run_1/placement_by_type.png
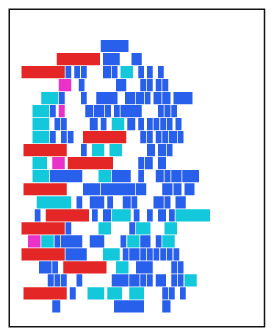
run_1/clk_routes.png
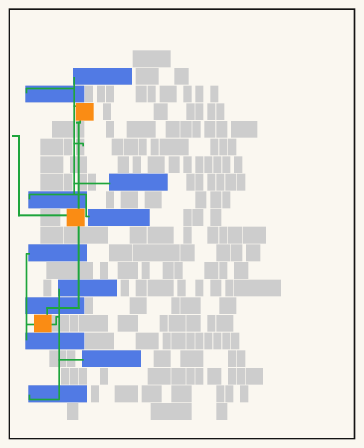
run_1/congestion.png
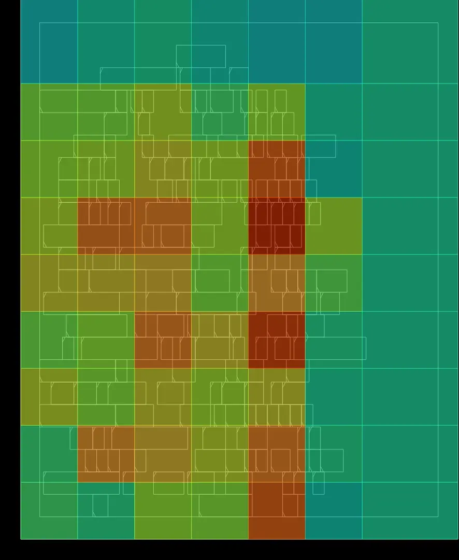
[config.mk]
export PLATFORM = sky130hd
export DESIGN_NAME = burst_rr_arbiter
export DESIGN_NICKNAME = d
export VERILOG_FILES = /design/src/rtl/burst_rr_arbiter.sv
export SDC_FILE = /design/constraint.sdc
export NUM_CORES = 1
export LEC_CHECK = 0
export ABC_AREA = 1
export CAP_MARGIN = 15
export CORE_AREA = 2 2 51 64
export DETAILED_ROUTE_END_ITERATION = 8
export DIE_AREA = 0 0 53 66
export HOLD_SLACK_MARGIN = 0.03
export PLACE_DENSITY = 0.64
export SYNTH_ARGS = -nofsm -noshare
export SYNTH_HDL_FRONTEND = slang
export SYNTH_SLANG_ARGS = --single-unit
[constraint.sdc]
create_clock -name clk -period 2.3 [get_ports clk]
set_input_delay 0.575 -clock clk [delete_from_list [all_inputs] [get_ports clk]]
set_output_delay 0.575 -clock clk [all_outputs]
set_load 0.05 [all_outputs]
[src/rtl/burst_rr_arbiter.sv]
// burst_rr_arbiter
//   Round-robin arbiter with bounded bursts. It shares one memory port
//   between REQUESTERS masters. A winner keeps its registered one-hot grant
//   for up to MAX_BURST accepted transfers, and then it must let go. The
//   grant passes straight to the next master with no idle cycle.
//
// Ports
//   clk          rising-edge clock
//   rst_n        async active-low reset
//   req          per-master level request, held while pending
//   ready        shared resource accepts a transfer this cycle
//   grant        registered one-hot grant, zero when idle
//   grant_valid  |grant
//   grant_id     index of granted master (0 when idle)
//   xfer         accepted transfer this cycle (comb)
//   burst_last   xfer that is the MAX_BURST-th of the current grant
module burst_rr_arbiter #(
  parameter  int REQUESTERS = 3,
  parameter  int MAX_BURST  = 4,
  localparam int ID_W       = $clog2(REQUESTERS),
  localparam int CNT_W      = $clog2(MAX_BURST) + 1
) (
  input  logic                  clk,
  input  logic                  rst_n,
  input  logic [REQUESTERS-1:0] req,
  input  logic                  ready,
  output logic [REQUESTERS-1:0] grant,
  output logic                  grant_valid,
  output logic [ID_W-1:0]       grant_id,
  output logic                  xfer,
  output logic                  burst_last
);

  localparam logic [0:0] S_IDLE = 1'b0;
  localparam logic [0:0] S_BUSY = 1'b1;

  localparam logic [ID_W-1:0]       LAST_ID  = ID_W'(REQUESTERS - 1);
  localparam logic [CNT_W-1:0]      CNT_LAST = CNT_W'(MAX_BURST - 1);
  localparam logic [REQUESTERS-1:0] ONE_HOT0 = REQUESTERS'(1);

  logic [0:0]            state;
  logic [ID_W-1:0]       ptr;       // last winner; search starts one past it
  logic [CNT_W-1:0]      cnt;       // accepted transfers in the current grant
  logic [REQUESTERS-1:0] req_elig;  // requests allowed to win this cycle
  logic [ID_W-1:0]       win;
  logic                  any_elig;
  logic                  rel;
  logic                  load;

  assign grant_valid = |grant;
  assign xfer        = grant_valid & req[grant_id] & ready;
  assign burst_last  = xfer & (cnt == CNT_LAST);

  // The owner releases when it stops requesting or when it finishes its burst.
  assign rel = (state == S_BUSY) & (~req[grant_id] | burst_last);

  // A master that has finished its burst steps aside. If nobody else wants
  // the port, it is granted again so the port does not idle.
  always_comb begin
    req_elig = req;
    if (burst_last) begin
      req_elig[grant_id] = 1'b0;
      if (req_elig == '0) req_elig[grant_id] = 1'b1;
    end
  end

  // Rotating priority search. The loop runs from the farthest candidate to
  // the nearest, so the last hit is the one closest after ptr.
  always_comb begin
    win      = '0;
    any_elig = 1'b0;
    for (int i = REQUESTERS; i >= 1; i--) begin
      if (req_elig[ID_W'((int'(ptr) + i) % REQUESTERS)]) begin
        win      = ID_W'((int'(ptr) + i) % REQUESTERS);
        any_elig = 1'b1;
      end
    end
  end

  assign load = ((state == S_IDLE) & (|req)) | (rel & any_elig);

  always_ff @(posedge clk or negedge rst_n) begin
    if (!rst_n) begin
      state    <= S_IDLE;
      grant    <= '0;
      grant_id <= '0;
      ptr      <= LAST_ID;
      cnt      <= '0;
    end else if (load) begin
      state    <= S_BUSY;
      grant    <= ONE_HOT0 << win;
      grant_id <= win;
      ptr      <= win;
      cnt      <= '0;
    end else if (rel) begin
      state    <= S_IDLE;
      grant    <= '0;
      grant_id <= '0;
      cnt      <= '0;
    end else if (xfer) begin
      cnt <= cnt + CNT_W'(1);
    end
  end

  a_onehot: assert property (@(posedge clk) disable iff (!rst_n) $onehot0(grant));
  a_valid:  assert property (@(posedge clk) disable iff (!rst_n) grant_valid == (|grant));
  a_stable: assert property (@(posedge clk) disable iff (!rst_n)
                             (!load && !rel) |=> $stable(grant));
  a_last:   assert property (@(posedge clk) disable iff (!rst_n) burst_last |-> xfer);

endmodule

==> reports/results.txt, run 1 <==
outcome = completed
Setup WS pre-CTS = -0.203 ns
width of the die = 53 microns
Via density = 4.82
reg2reg start = grant_id[1]
period utilization = 0.988
YS chip area = 968 sq um
Final Critical Period = 2.27 ns
switching power = 1050 uW
ANT cells = 0
Hold EP = ptr[1]
Dominant flop cell = dfrtp_1
dpl cell area = 0.00125 sq mm
Gate power share = 0.745
top cells by count, synth = 49 x nand2_1, 18 x inv_1, 12 x nand3_1, 10 x dfrtp_1, 10 x nor2_1
Critical Path End Type = output port
flops & latches, synth = 11
Worst-path clk slew = 0.07 ns
CP Launch Type = primary input
GRT Util Overall = 0.161
cell type with the largest total area = dfrtp_1
Max clock buf depth = 2
die height = 66 microns
Worst Tran Pin Value = 0.522 ns
Seq share, synth = 0.286
-- placement_by_type.png (at the start) --
clock drivers and dummy loads -> magenta  # cells 4, share of their area 2.1%
remaining buffers and delay cells -> cyan  # cells 26, share of their area 20%
sequential cells -> red  # cells 11, share of their area 22%
combinational and other logic -> blue  # cells 130, share of their area 56%
core outline area: 0.00289 sq mm
row count: 22

-- clk_routes.png (at the start) --
clock wires -> green  # length 154 microns
clock drivers -> orange  # count 3
flip-flops -> blue  # count 11
routed clock nets = 4
clock power share: 0.070
clock skew: 0.00517 ns
clk pwr: 134 uW
clock latency on the worst-skew pair: 0.27 ns

-- congestion.png (at the start) --
final core occ: 0.448
met3 usage: 0.0136
Top Usage Layer GRT: met2
routing usage on met1: 0.163

==> run 1: through the flow <==
step,utilization,std cells,setup TNS (ns)
floorplan,-,141,0
detailed placement,0.434,202,-1.27
CTS,0.446,207,0
global route,0.448,207,0
finish,0.448,207,0
global placement,0.434,202,-0.912
==> run 1: layer usage <==
layer  share of wire  vias up  global-route usage
met1            0.39      468               0.163
met4           0.017        0              0.0737
met5               0        -                   0
met2            0.57       19               0.317
li1                -      505                   -
met3           0.016        5              0.0136
==> run 1: flip-flops by register name (all words and copies together) (netlist names) <==
signal and cells:
cnt 3, grant 3, grant_id 2, ptr 2, state 1
==> run 1: worst max-delay path: stages <==
cell             delay, ns
clkdlybuf4s50_1       0.45
a21boi_4              0.23
nand2_4               0.10
buf_6                 0.14
inv_2                 0.07
buf_12                0.13
==> run 1: layout by cell type, fill, tap and decap left out <==
cell type	count
dfrtp_1	10
nand2_2	8
nor2_1	10
a21oi_2	1
nand3_2	5
buf_6	1
clkbuf_4	3
nor2_8	1
clkbuf_1	1
nand3_4	1
buf_12	2
clkdlybuf4s50_1	7
inv_2	3
nand2_1	49
dlygate4sd2_1	4
nor2_2	3
o21ai_0	2
buf_4	12
a21oi_1	2
dfstp_2	1
nand3_1	12
nand2_4	2
inv_1	17
xor2_1	1
o21a_1	1
a21oi_4	1
a21boi_4	1
o21ai_1	3
nand4_1	3
ha_1	4
==> run 1: power groups by stage <==
stage / sequential [uW] / clock (uW) / combinational (uW)
floorplan: 479 / 0 / 856
global placement: 360 / 0 / 1390
detailed placement: 363 / 0 / 1420
CTS: 359 / 139 / 1450
global route: 368 / 148 / 1590
finish: 359 / 134 / 1440
==> run 1: how the worst max path moves through the flow <==
stage	from	slack (ns)	to	depth (start not counted)
global route	grant_id[1]	0.006	ptr[0]	15
CTS	ready	0.006	xfer	6
detailed placement	req[2]	-0.20	ptr[0]	14
global placement	ready	-0.16	ptr[0]	13
floorplan	grant_id[1]	0.11	ptr[0]	14
finish	ready	0.03	xfer	6
==> run 1: logic make-up (layout without fill, tap and decap cells) <==
group	count (synthesis)	after routing	share of synthesized area
AND-OR/OR-AND	11	11	0.0814
XOR/XNOR	1	1	0.00905
adder cells (fa/ha/maj)	4	4	0.0517
buffers and inverters	20	50	0.0775
flip-flops	11	11	0.286
AND/OR/NAND/NOR	94	94	0.495
==> run 1: area by class of cell <==
cell class,count,share of cell area
multi-input combinational,110,0.483
sequential,11,0.214
timing repair buffer,26,0.191
inverter,20,0.0580
tap,36,0.0348
clock buffer,4,0.0203
==> run 1: what timing repair did <==
action	4_1_cts	5_1_grt
gates resized	6	1
endpoints found under the setup margin	1	1
hold buffers	0	0
endpoints found under the hold margin	0	0
setup buffers	1	0
gates cloned	0	0
pin swaps	1	1
==> run 2: changes to the inputs <==
--- a/config.mk
+++ b/config.mk
@@ -10,7 +10,6 @@
 export CORE_AREA = 2 2 51 64
 export DETAILED_ROUTE_END_ITERATION = 8
 export DIE_AREA = 0 0 53 66
-export HOLD_SLACK_MARGIN = 0.03
 export PLACE_DENSITY = 0.64
 export SYNTH_ARGS = -nofsm -noshare
 export SYNTH_HDL_FRONTEND = slang
run_2/wires.png
Only two layers are drawn.
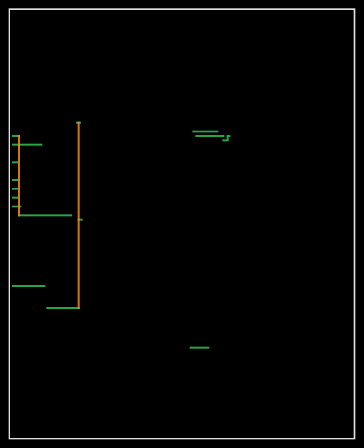
metal 4 -> orange  # wire length 40.8 microns
metal 3 -> green  # wire length 39.5 microns
via count: 997
WL per Instance: 11.6 microns
GRT Util Overall: 0.161
drt total wl: 2400 microns

run_2/congestion.png
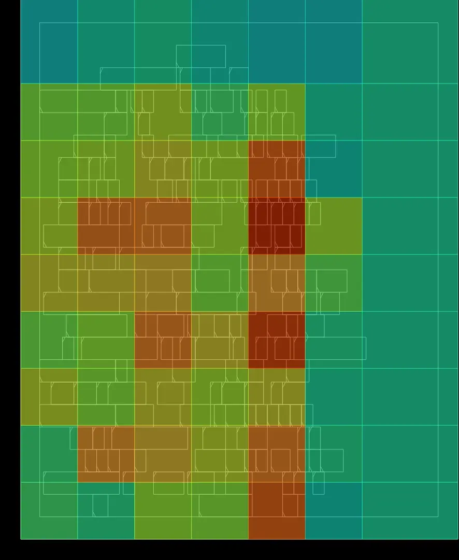
met2 GRT Util: 0.317

run_2/io_placement.png
Pins as bars across the die edge, other pins in grey.
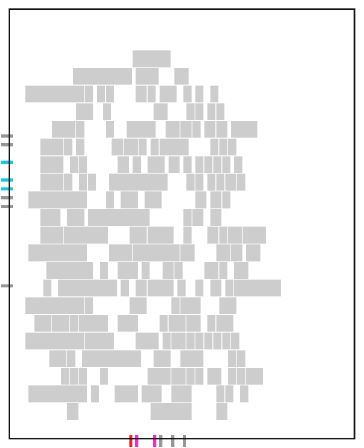
`grant_id` -> magenta  # pins 2, direction output, edge bottom
`burst_last` -> red  # pins 1, direction output, edge bottom
`grant` -> cyan  # pins 3, direction output, edge left
all pins by edge = 8 left, 6 bottom
width of the die: 53 microns
PortBufs: 13
die height: 66 microns

==> reports/results.txt, run 2 <==
highest-count logic cell in the final layout = nand2_1 (unchanged)
worst path bufs/invs = 4 (unchanged)
Largest regs = cnt x3, grant x3 (unchanged)
core outline area = 0.00289 sq mm (unchanged)
Dominant flop cell = dfrtp_1 (unchanged)
Worst-path clk slew = 0.07 ns (about the same)
Seq share, synth = 0.286 (unchanged)
Via density = 4.82 (unchanged)
cell type with the largest total area = dfrtp_1 (unchanged)
row count = 22 (unchanged)
non-filler cells in the finished layout = 207 (unchanged)
YS chip area = 968 sq um (unchanged)
CP Cell Sequence = clkdlybuf4s50_1 > a21boi_4 > nand2_4 > buf_6 > inv_2 > buf_12 (unchanged)
Gate power share = 0.745 (about the same)
outcome = completed (unchanged)
DP Cell Count = 202 (unchanged)
top cells by count, synth = 49 x nand2_1, 18 x inv_1, 12 x nand3_1, 10 x dfrtp_1, 10 x nor2_1 (unchanged)
clock latency on the worst-skew pair = 0.27 ns (about the same)
period utilization = 0.988 (unchanged)
slowest cell delay on critical path = 0.45 ns (about the same)
worst setup path start = ready (unchanged)
reg2reg start = grant_id[1] (unchanged)
final core occ = 0.448 (unchanged)
Top delay family on crit path = buffers and inverters (unchanged)
Worst Tran Pin Value = 0.522 ns (unchanged)
run 2: cell counts in the layout (fill, tap and decap cells not counted):
No cell type changed its count.
run 2: logic make-up after synthesis:
logic type | share of synthesized area
buffers and inverters | 0.0775
adders and majority gates | 0.0517
DFF | 0.286
AOI/OAI and AO/OA | 0.0814
xor gates and xnor gates | 0.00905
and+or+nand+nor | 0.495
run 2: through the flow:
stage / setup TNS (ns) / hold slack (ns) / setup WS [ns] / instance area (sq um)
floorplan: 0 / 0.279 / 0.111 / 968
global placement: -0.912 / 0.495 / -0.158 / 1250
detailed placement: -1.27 / 0.510 / -0.203 / 1250
CTS: 0 / 0.524 / 0.00592 / 1290
global route: 0 / 0.552 / 0.00574 / 1290
finish: 0 / 0.522 / 0.0285 / 1290
run 2: layer usage:
layer | vias to the layer above | GRT usage | share of wire
li1 | 505 | - | -
met1 | 468 | 0.163 | 0.39
met2 | 19 | 0.317 | 0.57
met3 | 5 | 0.0136 | 0.016
met4 | 0 | 0.0737 | 0.017
met5 | - | 0 | 0
run 2: worst register-to-register path: stages (launching register included):
cell	delay, ns
dfrtp_1	0.45
inv_1	0.20
nand3_2	0.11
nand3_4	0.12
buf_4	0.13
nand3_2	0.12
nand2_2	0.12
nand3_2	0.08
nand2_2	0.10
nand2_4	0.05
nand2_2	0.08
nor2_2	0.05
a21oi_4	0.18
inv_1	0.09
nand2_1	0.06
nand2_1	0.05
run 2: power groups by stage:
| stage | combinational (uW) | clock (uW) | sequential, uW |
|---|---|---|---|
| 4_1_cts | 1450 | 139 | 359 |
| 2_1_floorplan | 856 | 0 | 479 |
| 3_3_place_gp | 1390 | 0 | 360 |
| 5_1_grt | 1590 | 148 | 368 |
| 6_report | 1440 | 134 | 359 |
| 3_5_place_dp | 1420 | 0 | 363 |
run 2: repair_timing:
action | 4_1_cts | 5_1_grt
setup buffers | 1 | 0
pin swaps | 1 | 1
gates resized | 6 | 1
hold buffers | 0 | 0
endpoints found under the setup margin | 1 | 1
cloned | 0 | 0
run 2: layout make-up:
cell class                 instances  area share
multi-input combinational        110       0.483
timing repair buffer              26       0.191
tap                               36      0.0348
clock buffer                       4      0.0203
inverter                          20      0.0580
sequential                        11       0.214
run 2: worst paths after layout:
check,end,slack [ns],cells past startpoint
worst max-delay path,xfer,0.03,6
worst min-delay path,ptr[1],0.52,2
worst max register to register,ptr[0],0.18,15
worst min register to register,ptr[1],0.52,2
max in group asynchronous,ptr[1],1.30,1
min in group asynchronous,grant_id[1],0.64,1
run_2/clk_routes.png
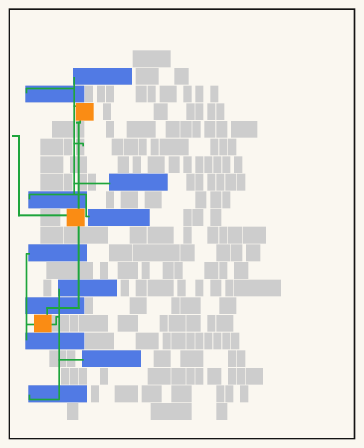

==> run 3: changes to the inputs <==
==> constraint.sdc (replaced) <==
create_clock -name clk -period 2.5 [get_ports clk]
set_input_delay 0.625 -clock clk [delete_from_list [all_inputs] [get_ports clk]]
set_output_delay 0.625 -clock clk [all_outputs]
set_load 0.05 [all_outputs]
run_3/clk_routes.png
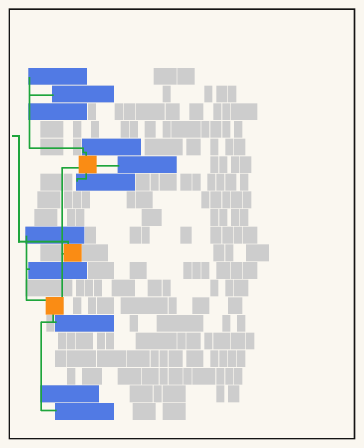
flip-flops -> blue  # count 11
clock wires -> green  # length 123 microns
clock drivers -> orange  # count 3
routed clock nets = 4
clock power share: 0.065
clock skew: 0.000942 ns
clock latency on the worst-skew pair: 0.26 ns

run_3/placement_by_type.png
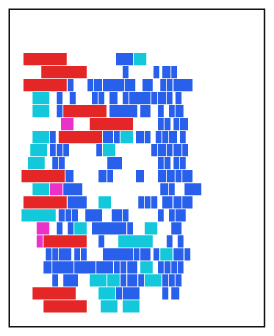
combinational and other logic -> blue  # cells 130, share of their area 57%
sequential cells -> red  # cells 11, share of their area 23%
remaining buffers and delay cells -> cyan  # cells 22, share of their area 18%
clock drivers and dummy loads -> magenta  # cells 4, share of their area 2.2%
final core occ: 0.435
flop share of the area: 0.220
Design Area, Final: 0.00126 sq mm

==> reports/results.txt, run 3 <==
outcome = completed (unchanged)
WL per Instance = 10.9 microns (was 11.6 microns)
cts-stage hold buffer count = 0 (unchanged)
Synth mux share = 0 (unchanged)
via count = 960 (was 997)
Dominant flop cell = dfrtp_1 (unchanged)
width of the die = 53 microns (unchanged)
Worst Tran Pin Value = 0.498 ns (was 0.522 ns)
die height = 66 microns (unchanged)
ANT cells = 0 (unchanged)
Worst-path clk slew = 0.06 ns (was 0.07 ns)
simple share = 0.495 (unchanged)
Setup WS pre-CTS = -0.0381 ns (was -0.203 ns)
Gate power share = 0.741 (was 0.745)
CP Launch Type = primary input (unchanged)
Seq share, synth = 0.286 (unchanged)
reg2reg start = grant_id[1] (unchanged)
core outline area = 0.00289 sq mm (unchanged)
period utilization = 0.953
top cells by count, synth = 49 x nand2_1, 18 x inv_1, 12 x nand3_1, 10 x dfrtp_1, 10 x nor2_1 (unchanged)
adder share = 0.0517 (unchanged)
Setup Fix Bufs, Post-CTS = 0 (was 1)
worst setup path start = req[2] (was ready)
row count = 22 (unchanged)
Largest regs = cnt x3, grant x3 (unchanged)
Post-CTS Resized = 0 (was 6)
flops & latches, synth = 11 (unchanged)
Final Critical Period = 2.38 ns
most frequent cells in the layout = 49 x nand2_1, 18 x inv_1, 12 x nand3_1 (was 49 x nand2_1, 17 x inv_1, 12 x nand3_1, 12 x buf_4)
cell type with the largest total area = dfrtp_1 (unchanged)
Max clock buf depth = 2 (unchanged)
Critical Path End Type = output port (unchanged)
post-synthesis compound-gate area fraction = 0.0814 (unchanged)
highest-count logic cell in the final layout = nand2_1 (unchanged)
Via density = 4.73 (was 4.82)
PnR worst setup slack = 0.117 ns (was 0.0285 ns)
PortBufs = 13 (unchanged)
run_3/io_placement.png
Pins as bars across the die edge, other pins in grey.
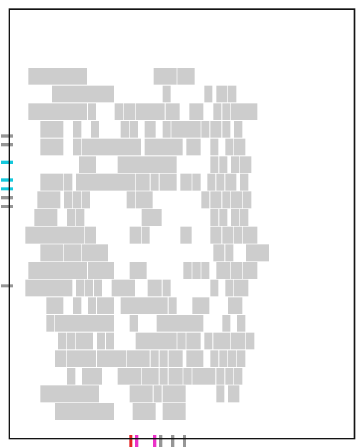
`burst_last` -> red  # pins 1, direction output, edge bottom
`grant_id` -> magenta  # pins 2, direction output, edge bottom
`grant` -> cyan  # pins 3, direction output, edge left

run 3: worst paths after layout:
kind	endpoint	slack (ns)	depth (start not counted)
setup / recovery	xfer	0.12	6
max in group asynchronous	ptr[1]	1.46	1
hold reg to reg	ptr[1]	0.51	2
min in group asynchronous	grant[0]	0.69	1
hold / removal	ptr[1]	0.51	2
setup reg to reg	ptr[0]	0.47	16
run 3: layout make-up:
cell class | count | area (sq um) | share of cell area
inverters | 20 | 75.1 | 0.0597
flip-flops and latches | 11 | 277 | 0.220
multi-input cells | 110 | 617 | 0.491
well taps | 36 | 45.0 | 0.0358
clock buffers | 4 | 26.3 | 0.0209
repair buffers | 22 | 218 | 0.173
run 3: cells by family after synthesis:
kind of cell    Yosys count
flops                    11
compound gates           11
fa+ha+maj                 4
xor+xnor                  1
simple gates             94
buf+inv                  20
run 3: routing by layer:
layer  wire, microns  part of all wire  vias up  track usage
li1                -                 -      498            -
met1             888              0.40      448        0.173
met2            1280              0.58       12        0.306
met3              34             0.015        2       0.0136
met4              16            0.0072        0       0.0577
met5               0                 0        -            0
run 3: power by group through the flow:
| stage | sequential [uW] | clock, uW | combinational, uW |
|---|---|---|---|
| after global placement | 329 | 0 | 1260 |
| after floorplan | 441 | 0 | 787 |
| after detailed placement | 334 | 0 | 1270 |
| final | 331 | 112 | 1270 |
| after CTS | 331 | 120 | 1280 |
| after global routing | 339 | 134 | 1420 |
run 3: per-stage QoR:
stage	instances	TNS, ns	total power (uW)	hold WS (ns)
finish	203	0	1710	0.513
global route	203	0	1890	0.539
CTS	203	0	1730	0.519
detailed placement	199	-0.0715	1600	0.499
global placement	199	0	1590	0.502
floorplan	141	0	1230	0.329
run 3: worst max-delay path, cell delays in order:
cell	delay, ns
clkdlybuf4s50_1	0.51
nand3_2	0.11
nand3_4	0.12
nand2_4	0.08
inv_1	0.15
buf_12	0.15
No activity file was given, so power comes from the tool's default toggle rates.
